`src/rtl/ipsmacge_rxsfd.sv`:
```
// ---------------------------------------------------------------------------
// ipsmacge_rxsfd
// Receive preamble/SFD stripper and frame delimiter for the triple-speed GE
// MAC. Consumes the PHY receive byte stream, removes preamble and SFD, marks
// first/last payload bytes and reports per-frame error flag and byte length.
//
// Ports
//   rxclk   in   receive clock
//   rxrst   in   synchronous active-high reset
//   igval   in   input byte strobe
//   igdat   in   input byte
//   igdv    in   data valid (frame boundary), sampled every cycle
//   iger    in   receive error, sampled every cycle
//   up_act  in   port enable
//   oval    out  output byte strobe
//   odat    out  payload byte
//   osof    out  first payload byte (qualified by oval)
//   oeof    out  last payload byte (qualified by oval)
//   oerr    out  frame error, valid with oeof
//   olen    out  payload byte count, valid with oeof
//   oprerr  out  pulse: preamble error, frame dropped
//   ofrmok  out  pulse: frame ended without error
//
// Build option
//   IPSMACGE_RXSFD_LENCHK_EN : flag frames shorter than MIN_LEN or longer
//                              than MAX_LEN (saturated count counts as long).
// ---------------------------------------------------------------------------
module ipsmacge_rxsfd #(
    parameter int DAT_DW  = 8,
    parameter int LEN_DW  = 14,
    parameter int PRE_MAX = 8,
    parameter int MIN_LEN = 64,
    parameter int MAX_LEN = 1518
) (
    input  logic              rxclk,
    input  logic              rxrst,
    input  logic              igval,
    input  logic [DAT_DW-1:0] igdat,
    input  logic              igdv,
    input  logic              iger,
    input  logic              up_act,
    output logic              oval,
    output logic [DAT_DW-1:0] odat,
    output logic              osof,
    output logic              oeof,
    output logic              oerr,
    output logic [LEN_DW-1:0] olen,
    output logic              oprerr,
    output logic              ofrmok
);

    localparam int                PC_W     = $clog2(PRE_MAX + 1);
    localparam logic [PC_W:0]     PRE_LIM  = (PC_W + 1)'(PRE_MAX);
    localparam logic [DAT_DW-1:0] PRE_BYTE = DAT_DW'(8'h55);
    localparam logic [DAT_DW-1:0] SFD_BYTE = DAT_DW'(8'hD5);

    if (MIN_LEN > MAX_LEN) begin : g_len_cfg_chk
        $error("ipsmacge_rxsfd: MIN_LEN must not exceed MAX_LEN");
    end

    typedef enum logic [1:0] {S_IDLE, S_PRE, S_DATA, S_DROP} state_t;

    state_t            state_q, state_d;
    logic [PC_W-1:0]   pc_q, pc_d, pc_cur;
    logic [PC_W:0]     pc_inc;
    logic [LEN_DW-1:0] len_q, len_d;
    logic [DAT_DW-1:0] hold_q, hold_d;
    logic              held_q, held_d;
    logic              first_q, first_d;
    logic              err_q, err_d;
    logic              len_bad;
    logic              end_err;

    logic              oval_q, oval_d;
    logic [DAT_DW-1:0] odat_q, odat_d;
    logic              osof_q, osof_d;
    logic              oeof_q, oeof_d;
    logic              oerr_q, oerr_d;
    logic [LEN_DW-1:0] olen_q, olen_d;
    logic              oprerr_q, oprerr_d;
    logic              ofrmok_q, ofrmok_d;

`ifdef IPSMACGE_RXSFD_LENCHK_EN
    assign len_bad = (len_q < LEN_DW'(MIN_LEN)) || (len_q > LEN_DW'(MAX_LEN)) || (&len_q);
`else
    assign len_bad = 1'b0;
`endif

    // iger on the end cycle itself still belongs to the frame
    assign end_err = err_q | iger | len_bad;

    always_comb begin
        state_d  = state_q;
        pc_d     = pc_q;
        len_d    = len_q;
        hold_d   = hold_q;
        held_d   = held_q;
        first_d  = first_q;
        err_d    = err_q;
        oval_d   = 1'b0;
        odat_d   = odat_q;
        osof_d   = 1'b0;
        oeof_d   = 1'b0;
        oerr_d   = 1'b0;
        olen_d   = '0;
        oprerr_d = 1'b0;
        ofrmok_d = 1'b0;

        // IDLE processes its igdv=1 byte as the first preamble byte, so the
        // counter seen in that cycle is zero.
        pc_cur = (state_q == S_IDLE) ? '0 : pc_q;
        pc_inc = {1'b0, pc_cur} + (PC_W + 1)'(1);

        if (!up_act) begin
            state_d = S_IDLE;
            held_d  = 1'b0;
            if (state_q == S_DATA && held_q) begin
                oval_d = 1'b1;
                odat_d = hold_q;
                osof_d = first_q;
                oeof_d = 1'b1;
                oerr_d = 1'b1;
                olen_d = len_q;
            end
        end else begin
            case (state_q)
                S_IDLE, S_PRE: begin
                    if (!igdv) begin
                        state_d = S_IDLE;
                    end else begin
                        state_d = S_PRE;
                        pc_d    = pc_cur;
                        if (igval) begin
                            if (igdat == SFD_BYTE) begin
                                state_d = S_DATA;
                                len_d   = '0;
                                first_d = 1'b1;
                                err_d   = 1'b0;
                                held_d  = 1'b0;
                            end else if (igdat == PRE_BYTE && pc_inc < PRE_LIM) begin
                                pc_d = pc_inc[PC_W-1:0];
                            end else begin
                                state_d  = S_DROP;
                                oprerr_d = 1'b1;
                            end
                        end
                    end
                end
                S_DATA: begin
                    err_d = err_q | iger;
                    if (igdv) begin
                        if (igval) begin
                            // one-byte holding register lets the last byte carry eof
                            hold_d = igdat;
                            held_d = 1'b1;
                            if (!(&len_q)) begin
                                len_d = len_q + LEN_DW'(1);
                            end
                            if (held_q) begin
                                oval_d  = 1'b1;
                                odat_d  = hold_q;
                                osof_d  = first_q;
                                first_d = 1'b0;
                            end
                        end
                    end else begin
                        state_d = S_IDLE;
                        held_d  = 1'b0;
                        if (held_q) begin
                            oval_d   = 1'b1;
                            odat_d   = hold_q;
                            osof_d   = first_q;
                            oeof_d   = 1'b1;
                            oerr_d   = end_err;
                            olen_d   = len_q;
                            ofrmok_d = ~end_err;
                        end
                    end
                end
                S_DROP: begin
                    if (!igdv) begin
                        state_d = S_IDLE;
                    end
                end
                default: state_d = S_IDLE;
            endcase
        end
    end

    always_ff @(posedge rxclk) begin
        if (rxrst) begin
            state_q  <= S_IDLE;
            pc_q     <= '0;
            len_q    <= '0;
            hold_q   <= '0;
            held_q   <= 1'b0;
            first_q  <= 1'b0;
            err_q    <= 1'b0;
            oval_q   <= 1'b0;
            odat_q   <= '0;
            osof_q   <= 1'b0;
            oeof_q   <= 1'b0;
            oerr_q   <= 1'b0;
            olen_q   <= '0;
            oprerr_q <= 1'b0;
            ofrmok_q <= 1'b0;
        end else begin
            state_q  <= state_d;
            pc_q     <= pc_d;
            len_q    <= len_d;
            hold_q   <= hold_d;
            held_q   <= held_d;
            first_q  <= first_d;
            err_q    <= err_d;
            oval_q   <= oval_d;
            odat_q   <= odat_d;
            osof_q   <= osof_d;
            oeof_q   <= oeof_d;
            oerr_q   <= oerr_d;
            olen_q   <= olen_d;
            oprerr_q <= oprerr_d;
            ofrmok_q <= ofrmok_d;
        end
    end

    assign oval   = oval_q;
    assign odat   = odat_q;
    assign osof   = osof_q;
    assign oeof   = oeof_q;
    assign oerr   = oerr_q;
    assign olen   = olen_q;
    assign oprerr = oprerr_q;
    assign ofrmok = ofrmok_q;

endmodule

```
`config.mk`:
```
export PLATFORM = sky130hd
export DESIGN_NAME = ipsmacge_rxsfd
export DESIGN_NICKNAME = d
export VERILOG_FILES = /design/src/rtl/ipsmacge_rxsfd.sv
export SDC_FILE = /design/constraint.sdc
export NUM_CORES = 1
export LEC_CHECK = 0
export ABC_CLOCK_PERIOD_IN_PS = 3380
export CORE_MARGIN = 10
export CORE_UTILIZATION = 55
export DETAILED_ROUTE_END_ITERATION = 10
export PLACE_DENSITY_LB_ADDON = 0.08
export SETUP_SLACK_MARGIN = 0.4
export SYNTH_ARGS = -nofsm -noshare
export SYNTH_HDL_FRONTEND = slang
export SYNTH_SLANG_ARGS = --single-unit
```
`constraint.sdc`:
```
create_clock -name rxclk -period 3.38 [get_ports rxclk]
set_input_delay 0.507 -clock rxclk [delete_from_list [all_inputs] [get_ports rxclk]]
set_output_delay 0.507 -clock rxclk [all_outputs]
set_load 0.02 [all_outputs]
```
==> impl_metrics.yaml, run 1 <==
# physical design summary
critical_path:
  required_ns: 3.63
  slowest_stage: "clkdlybuf4s50_1"
  worst-path-max-fanout: 15
  path_depth: 6
  rr_startpoint: "state_q[1]"
  crit_type: "in2reg"
  startpoint_type: "input port"
  path_cells: "clkdlybuf4s50_1, and3b_1, or4b_1, a21o_1, or4_1, a21oi_1"
global_routing:
  grt_max_degree: 27
  use_met2_pct: 22.6
  use_met3_pct: 6.02
  grt_antenna_before_repair: 0
  grt_util_met1_pct: 17.3
  grt_usage_pct: 14.7
place:
  place.detailed.hpwl_um: 3690
timing:
  tightest_slew_ns: 0.730
  hold_violations: 0
  finalMaxSlewViolations: 0
  hold_slack_ns: 0.450
  slew_headroom_pct: 51.1
power:
  p_leak_nw: 1.10
  power_w: 0.00137
  seq-power_w: 0.000700
  cellPowerDensity_mw_per_mm2: 460
  p_sw_share_pct: 20.2
synthesis:
  common_cells: "59 x dfxtp_1, 28 x nor2_1, 25 x nand2_1, 17 x a21oi_1, 15 x and2_1"
  yosys_warnings: 0
  fa_ha_area_share_pct: 1.08
  yosysTopAreaCell: "dfxtp_1"
  synth_nets: 268
route:
  wl_met3_um: 438
  firstDrtPassIters: 4
  routedWlPerCell_um: 14.7
  wl_met2_um: 2330
cells_and_area:
  seq-cell-share_pct: 39.6
  drive_gt1_share_pct: 6.27
  bufAreaShareNonClock_pct: 15.0
  fillers: 304
  layout.area.seq_mm2: 0.00118
  final_area_mm2: 0.00298
floorplan:
  io-pin-count: 42
clock_tree:
  clkTransAtPathRegs_ns: 0.06
  cts_buffers: 9
run:
  warning_count: 26
status:
  status: "finished, final reports clean"
**Run 1: floorplan with the power grid**

Pins as bars on the die edge. Tap cells in grey.
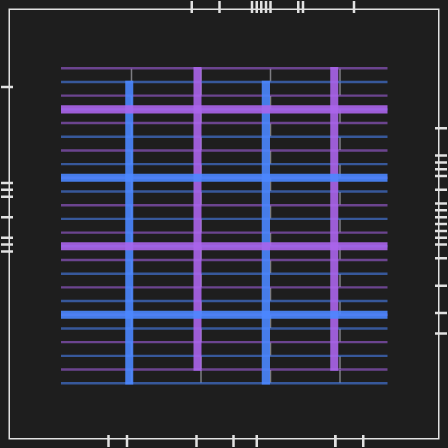
Purple is VDD. Blue is VSS.
The core has 23 rows. 4 straps on met5.
Peak VDD IR: 0.398 mV
core area: 0.00406 mm^2
Die Width: 85.0 um
die y size: 85.0 um

**Run 1: routed clock nets over the placement**

Scale bar: 20 um.
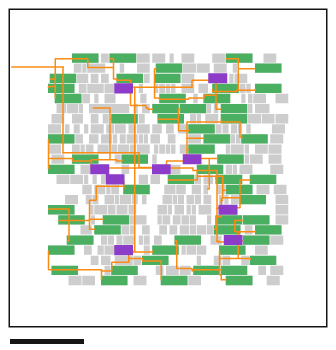
Purple is clock drivers, count 9. Orange is clock wires, length 675 um. Green is flip-flops, count 59.
Position of the flops: widely spread.
Setup Skew: 0.00439 ns
worst skew pair latency: 0.33 ns
Clock net power: 0.000626 W
Clock Power Share: 45.7%

**Run 1: selected gate families**

Scale bar: 20 um.
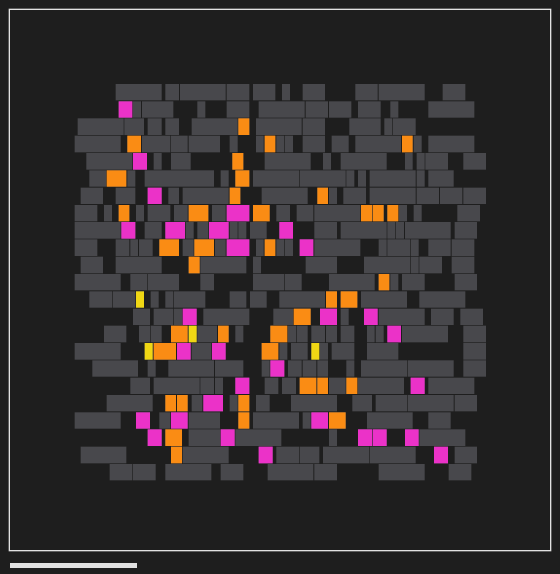
Magenta is and/or cells, cells 30, most used and2_1. Orange is aoi and oai cells, cells 38, most used a21oi_1. Yellow is inv cells, cells 4, most used inv_1.
Commonest Layout Cell: dfxtp_1
logic share of the area: 36.3%
final non-filler cell total: 353

==> run 1 -> run 2 <==
--- a/config.mk
+++ b/config.mk
@@ -5,9 +5,9 @@
 export SDC_FILE = /design/constraint.sdc
 export NUM_CORES = 1
 export LEC_CHECK = 0
-export ABC_CLOCK_PERIOD_IN_PS = 3380
+export ABC_CLOCK_PERIOD_IN_PS = 2100
 export CORE_MARGIN = 10
-export CORE_UTILIZATION = 55
+export CORE_UTILIZATION = 46
 export DETAILED_ROUTE_END_ITERATION = 10
 export PLACE_DENSITY_LB_ADDON = 0.08
 export SETUP_SLACK_MARGIN = 0.4
==> constraint.sdc (replaced) <==
create_clock -name rxclk -period 2.1 [get_ports rxclk]
set_input_delay 0.315 -clock rxclk [delete_from_list [all_inputs] [get_ports rxclk]]
set_output_delay 0.315 -clock rxclk [all_outputs]
set_load 0.02 [all_outputs]
**Run 2: selected gate families**

Scale bar: 20 um.
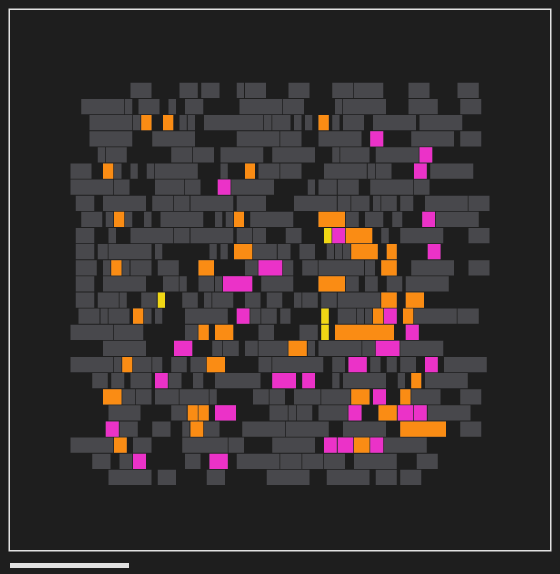
Magenta is and/or cells, cells 30, most used and2_1. Orange is aoi and oai cells, cells 38, most used a21oi_1. Yellow is inv cells, cells 4, most used inv_1, where centre.
final non-filler cell total: 395
logic share of the area: 37.5%

**Run 2: floorplan with the power grid**

Pins as bars on the die edge. Tap cells in grey.
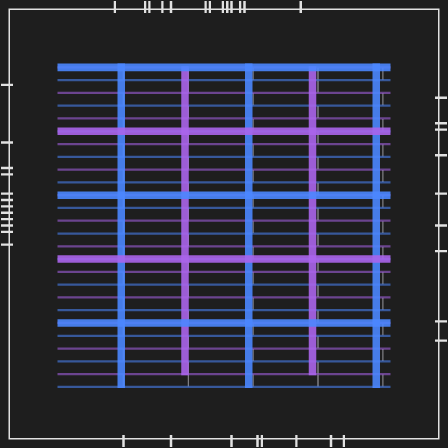
Blue is VSS. Purple is VDD.
The core has 25 rows. 5 straps on met5. 42 signal pins sit on the boundary. 5 straps on met4. 26 met1 rails follow the rows.
die y size: 91.1 um
Peak VDD IR: 0.508 mV
Die Width: 91.1 um
core area: 0.00482 mm^2

==> impl_metrics.yaml, run 2 <==
# physical design summary
timing:
  worst_clock_skew_ns: 0.00446
  tightest_slew_ns: 0.317
  min_period_ns: 1.95
  max_freq_mhz: 512
  finalMaxSlewViolations: 0
route:
  wl_met3_um: 296
  firstDrtPassIters: 4
  routedWlPerCell_um: 14.8
  wl_met2_um: 2930
global_routing:
  grt_max_degree: 27
  grt_usage_pct: 14.8
  grt-ovfl-total: 0
  grt_util_met1_pct: 16.3
  grt_antenna_before_repair: 0
  use_met3_pct: 6.42
  use_met2_pct: 24.1
critical_path:
  path_cells: "and3b_1, or4b_4, a21o_4, or4_1, a21oi_2"
  rr_startpoint: "state_q[1]"
  crit_type: "reg2reg"
  startpoint_type: "flip-flop"
  slowest_stage: "or4_1"
  worst-path-max-fanout: 7
  reg2reg_depth: 5
  required_ns: 2.37
  path_depth: 5
clock_tree:
  clock_latency_ns: 0.33
  clkTransAtPathRegs_ns: 0.06
  cts_hold_buf: 0
  cts_buffers: 9
  htree_levels: 3
synthesis:
  yosys_warnings: 0
  yosysTopAreaCellShare_pct: 50.8
  synth_nets: 268
  yosysTopAreaCell: "dfxtp_1"
  common_cells: "59 x dfxtp_1, 28 x nor2_1, 25 x nand2_1, 17 x a21oi_1, 15 x and2_1"
  fa_ha_area_share_pct: 1.08
cells_and_area:
  bufAreaShareNonClock_pct: 18.6
  layout.area.seq_mm2: 0.00118
  clkCellAreaFrac_pct: 5.20
  layout.cells.most_common: "dfxtp_1"
  drive_gt1_share_pct: 21.6
  fillers: 412
  seq-cell-share_pct: 35.7
worst_hold_path:
  min_path_cells: 3
power:
  clk-power_w: 0.000895
  power_frac_comb_pct: 4.3
  cellPowerDensity_mw_per_mm2: 636
  p_sw_share_pct: 21.6
  seq-power_w: 0.00113
  power_w: 0.00211
  p_leak_nw: 1.26
run:
  warning_count: 29
place:
  io_buffers: 41
  place.detailed.hpwl_um: 4020
floorplan:
  io-pin-count: 42
status:
  status: "finished, final reports clean"
==> run 2 -> run 3 <==
--- a/config.mk
+++ b/config.mk
@@ -7,9 +7,10 @@
 export LEC_CHECK = 0
 export ABC_CLOCK_PERIOD_IN_PS = 2100
 export CORE_MARGIN = 10
-export CORE_UTILIZATION = 46
+export CORE_UTILIZATION = 40
 export DETAILED_ROUTE_END_ITERATION = 10
 export PLACE_DENSITY_LB_ADDON = 0.08
+export REMOVE_ABC_BUFFERS = 1
 export SETUP_SLACK_MARGIN = 0.4
 export SYNTH_ARGS = -nofsm -noshare
 export SYNTH_HDL_FRONTEND = slang
**Run 3: selected gate families**

Scale bar: 20 um.
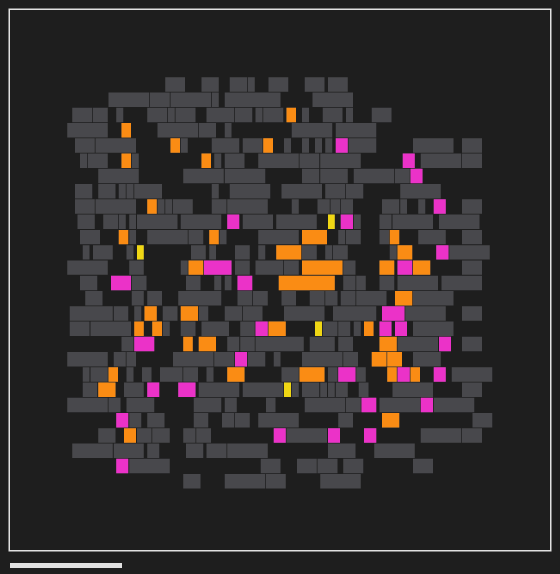
Orange is aoi and oai cells, cells 38, most used a21oi_1. Magenta is and/or cells, cells 30, most used and2_1. Yellow is inv cells, cells 4, most used inv_1, where centre.
logic share of the area: 37.3%
final non-filler cell total: 403

**Run 3: floorplan with the power grid**

Pins as bars on the die edge. Tap cells in grey.
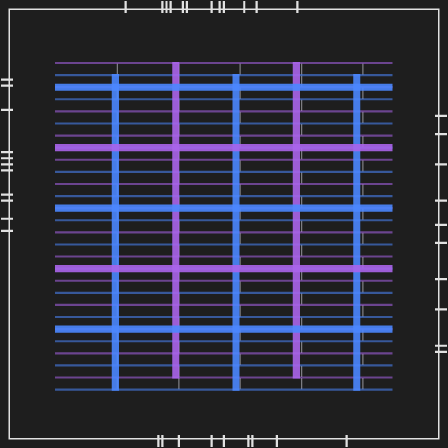
Blue is VSS. Purple is VDD.
42 signal pins sit on the boundary. 5 straps on met4.
Peak VDD IR: 0.492 mV
die y size: 96.2 um
Die Width: 96.2 um

==> impl_metrics.yaml, run 3 <==
# physical design summary
power:
  p_sw_share_pct: 21.9
  power_frac_comb_pct: 4.4
  cellPowerDensity_mw_per_mm2: 638
  power_w: 0.00215
  seq-power_w: 0.00113
  clk-power_w: 0.000934
place:
  io_buffers: 41
  place.detailed.hpwl_um: 4070
global_routing:
  use_met2_pct: 22.7
  grt_max_degree: 27
  grt_usage_pct: 13.3
  grt_antenna_before_repair: 0
  use_met3_pct: 5.68
critical_path:
  required_ns: 2.38
  crit_type: "reg2reg"
  worst-path-max-fanout: 6
  path_cells: "and3b_2, or4b_4, a21o_4, or4_4, a21oi_2"
  slowest_stage: "or4b_4"
  reg2reg_depth: 5
  rr_startpoint: "state_q[1]"
  startpoint_type: "flip-flop"
clock_tree:
  clkTransAtPathRegs_ns: 0.07
  cts_buffers: 9
  htree_levels: 3
  clock_latency_ns: 0.35
  cts_hold_buf: 0
route:
  wl_met3_um: 445
  firstDrtPassIters: 5
  routedWlPerCell_um: 14.6
  wl_met2_um: 2910
  num_vias: 2074
worst_hold_path:
  min_path_cells: 3
cells_and_area:
  bufAreaShareNonClock_pct: 19.2
  layout.cells.most_common: "dfxtp_1"
  seq-cell-share_pct: 35.1
  layout.area.seq_mm2: 0.00118
  fillers: 504
  drive_gt1_share_pct: 23.6
synthesis:
  fa_ha_area_share_pct: 1.08
  seq_area_frac_synth_pct: 50.8
  xor_share_pct: 2.26
  yosysTopAreaCell: "dfxtp_1"
  common_cells: "59 x dfxtp_1, 28 x nor2_1, 25 x nand2_1, 17 x a21oi_1, 15 x and2_1"
  yosys_warnings: 0
  yosysTopAreaCellShare_pct: 50.8
timing:
  tightest_slew_ns: 0.303
  min_period_ns: 1.95
  finalMaxSlewViolations: 0
  worst_clock_skew_ns: 0.00602
  max_freq_mhz: 514
floorplan:
  io-pin-count: 42
  coreArea_mm2: 0.00557
run:
  warning_count: 27
status:
  status: "finished, final reports clean"
No activity file was given, so power comes from the tool's default toggle rates.
